--- config.mk ---
export PLATFORM = sky130hd
export DESIGN_NAME = mod_mult_pipe
export DESIGN_NICKNAME = d
export VERILOG_FILES = /design/src/rtl/mod_mult_pipe.sv
export SDC_FILE = /design/constraint.sdc
export NUM_CORES = 1
export LEC_CHECK = 0
export CAP_MARGIN = 20
export CORE_UTILIZATION = 30
export CTS_BUF_LIST = sky130_fd_sc_hd__clkbuf_8
export CTS_CLUSTER_DIAMETER = 100
export DETAILED_ROUTE_END_ITERATION = 7
export GPL_ROUTABILITY_DRIVEN = 0
export PLACE_DENSITY = 0.57
export SYNTH_ARGS = -nofsm -noshare
export SYNTH_HDL_FRONTEND = slang
export SYNTH_SLANG_ARGS = --single-unit
export TNS_END_PERCENT = 10
--- constraint.sdc ---
create_clock -name clk -period 5.2 [get_ports clk]
set_input_delay 0.52 -clock clk [delete_from_list [all_inputs] [get_ports clk]]
set_output_delay 0.52 -clock clk [all_outputs]
set_load 0.01 [all_outputs]
--- src/rtl/mod_mult_pipe.sv ---
// Pipelined Barrett modular multiplier: res = (in1 * in2) mod Q, lock-step stall on back-pressure.
// Optional input reduction stage S0 enabled by defining MOD_MULT_INRED_EN.
module mod_mult_pipe #(
  parameter int WIDTH = 12,
  parameter int Q     = 3329,
  parameter int BK    = 2*WIDTH
) (
  input  logic             clk,
  input  logic             rst,
  input  logic             in_valid,
  output logic             in_ready,
  input  logic [WIDTH-1:0] in1,
  input  logic [WIDTH-1:0] in2,
  output logic             out_valid,
  input  logic             out_ready,
  output logic [WIDTH-1:0] res,
  output logic             busy
);

`ifdef MOD_MULT_INRED_EN
  localparam int STAGES = 4;
`else
  localparam int STAGES = 3;
`endif

  localparam logic [63:0]        BM_64 = (64'd1 << BK) / 64'(Q);
  localparam logic [4*WIDTH:0]   BM_W  = (4*WIDTH+1)'(BM_64);
  localparam logic [WIDTH-1:0]   Q_IN  = WIDTH'(Q);
  localparam logic [WIDTH+1:0]   Q_R   = (WIDTH+2)'(Q);
  localparam logic [2*WIDTH+1:0] Q_P   = (2*WIDTH+2)'(Q);

  logic                stall;
  logic [STAGES-1:0]   vld_pipe_q, vld_pipe_d;
  logic [WIDTH-1:0]    op_a, op_b;
  logic [2*WIDTH-1:0]  p1_q, p1_d, p2_q, p2_d;
  logic [WIDTH:0]      t2_q, t2_d;
  logic [WIDTH-1:0]    res_q, res_d;
  logic [4*WIDTH:0]    prod;
  logic [2*WIDTH+1:0]  tq;
  logic [WIDTH+1:0]    r_raw, r_fix;

  assign stall     = vld_pipe_q[STAGES-1] & ~out_ready;
  assign in_ready  = ~stall;
  assign out_valid = vld_pipe_q[STAGES-1];
  assign busy      = |vld_pipe_q;
  assign res       = res_q;

`ifdef MOD_MULT_INRED_EN
  logic [WIDTH-1:0] a0_q, a0_d, b0_q, b0_d;

  // Operands may span the full WIDTH range; one subtract suffices because 2*Q > 2^WIDTH.
  always_comb begin
    a0_d = a0_q;
    b0_d = b0_q;
    if (!stall) begin
      a0_d = (in1 >= Q_IN) ? in1 - Q_IN : in1;
      b0_d = (in2 >= Q_IN) ? in2 - Q_IN : in2;
    end
  end

  always_ff @(posedge clk) begin
    if (rst) begin
      a0_q <= '0;
      b0_q <= '0;
    end else begin
      a0_q <= a0_d;
      b0_q <= b0_d;
    end
  end

  assign op_a = a0_q;
  assign op_b = b0_q;
`else
  assign op_a = in1;
  assign op_b = in2;
`endif

  always_comb begin
    vld_pipe_d = vld_pipe_q;
    p1_d       = p1_q;
    p2_d       = p2_q;
    t2_d       = t2_q;
    res_d      = res_q;
    prod       = {{(2*WIDTH+1){1'b0}}, p1_q} * BM_W;
    tq         = {{(WIDTH+1){1'b0}}, t2_q} * Q_P;
    // Barrett quotient underestimates by at most one, so r_raw lies in [0, 2Q).
    r_raw      = (WIDTH+2)'({2'b00, p2_q} - tq);
    r_fix      = (r_raw >= Q_R) ? r_raw - Q_R : r_raw;
    if (!stall) begin
      vld_pipe_d = {vld_pipe_q[STAGES-2:0], in_valid};
      p1_d       = {{WIDTH{1'b0}}, op_a} * {{WIDTH{1'b0}}, op_b};
      t2_d       = (WIDTH+1)'(prod >> BK);
      p2_d       = p1_q;
      // res only moves on real data so it holds across empty slots.
      if (vld_pipe_q[STAGES-2])
        res_d = WIDTH'(r_fix);
    end
  end

  always_ff @(posedge clk) begin
    if (rst) begin
      vld_pipe_q <= '0;
      p1_q       <= '0;
      p2_q       <= '0;
      t2_q       <= '0;
      res_q      <= '0;
    end else begin
      vld_pipe_q <= vld_pipe_d;
      p1_q       <= p1_d;
      p2_q       <= p2_d;
      t2_q       <= t2_d;
      res_q      <= res_d;
    end
  end

endmodule

### Floorplan with the power grid

Bar = 50 um. Pins as bars on the die edge.
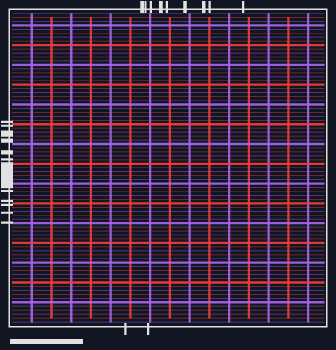
| colour | net |
|---|---|
| red | VDD |
| purple | VSS |
signal pins: 43
rows: 78
met5 straps: 15
met4 straps: 15
met1 rails: 79

### Cells coloured by class

Fill, decap, tap and diode cells in grey.
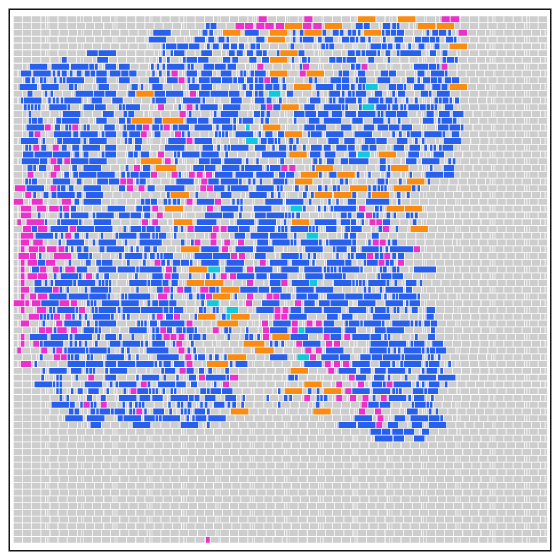
| colour | class | cells | share of their area |
|---|---|---|---|
| cyan | clock drivers and dummy loads | 15 | 1.1% |
| blue | all other logic | 1413 | 79% |
| magenta | other buffers and delay cells | 238 | 12% |
| orange | flip-flops | 66 | 8.4% |
fraction of area in registers: 0.0802
Core ar.: 0.0456 mm2
Final Util: 0.372
Row Count: 78

==> flow_summary.yaml <==
# yosys + openroad results
finish:
  clock_area_frac: 0.0105
  lay_top_count: "inv_1"
  mi_logic_area_mm2: 0.0115
  antenna-diode-count: 0
  inv_count: 335
  largestRegisters: "p1_q: 24 flops, p2_q: 14 flops, t2_q: 13 flops"
  drive_gt1_frac: 0.189
  stdcell_count: 2332
  sh_comb_area: 0.676
  buffer_area_frac: 0.115
synth:
  yosys_area_mm2: 0.0139
  mux_area_frac: 0.00216
  postSynthCellCount: 1527
  synthAdderAreaFrac: 0.542
  fp_nets: 2016
  synthArstFlopShare: 0
  synth_top_cell_by_area: "fa_1"
  ys_top_cells_by_area: "fa_1 34%, ha_1 20%, dfxtp_1 9.5%, inv_1 9.0%, nand2_1 4.8%"
  most_common_cell: "inv_1"
  synth_seq_share: 0.0950
  ys_cells: 1527
  top_cell_area_share: 0.340
  synth.avg_cell_area_um2: 9.10
clock_tree:
  cts_tree: "yes"
  cts_max_level: 3
  post-cts-setup-buffer-count: 1
  clk_latency_ns: 0.37
  cts.clk_slew.worst_paths_ns: 0.09
  ctsResizeCount: 27
  cts-root-buf: "clkbuf_8"
grt:
  grt_max_degree: 50
  use_met1: 0.191
  grt_use_total: 0.148
  overflow: 0
  busiest_layer: "met2"
worst_setup_path:
  r2r_end: "t2_q[9]"
  crit_path_end: "t2_q[9]"
  crit_start: "p1_q[20]"
  rr_startpoint: "p1_q[20]"
  crit_arrival_ns: 5.80
  reg2reg_depth: 17
  start_kind: "flop"
  critPathTopFamily: "adder cells"
floorplanning:
  die_h_um: 217
  die_x_um: 217
  ios: 43
  fp_util: 0.305
route:
  drt.antenna.violating_nets: 0
  routed-wl-met3_um: 878
  wl_per_cell_um: 14.4
  wl_um: 33500
  vias: 10600
  routed.top_layer: "met4"
  met2_length_um: 16700
status:
  failed_checks: "setup timing"
  status: "finished, violations left"
min_path:
  worstHoldPathCells: 2
final_timing:
  timing.fmax_ghz: 0.181
  worst_slew_pin_slew_ns: 0.932
  finalSetupViolations: 7
  whs_ns: 0.452
  period_minus_slack_ns: 5.53
  skew_ns: 0.0188
  setup_ws_ns: -0.328
placed_design:
  place_area_mm2: 0.0163
  placed_cells: 2301
  dpl_worst_slack_ns: -0.876
  port-buffer-count: 42
job:
  maxCapViolations: 0
  warnings: 40
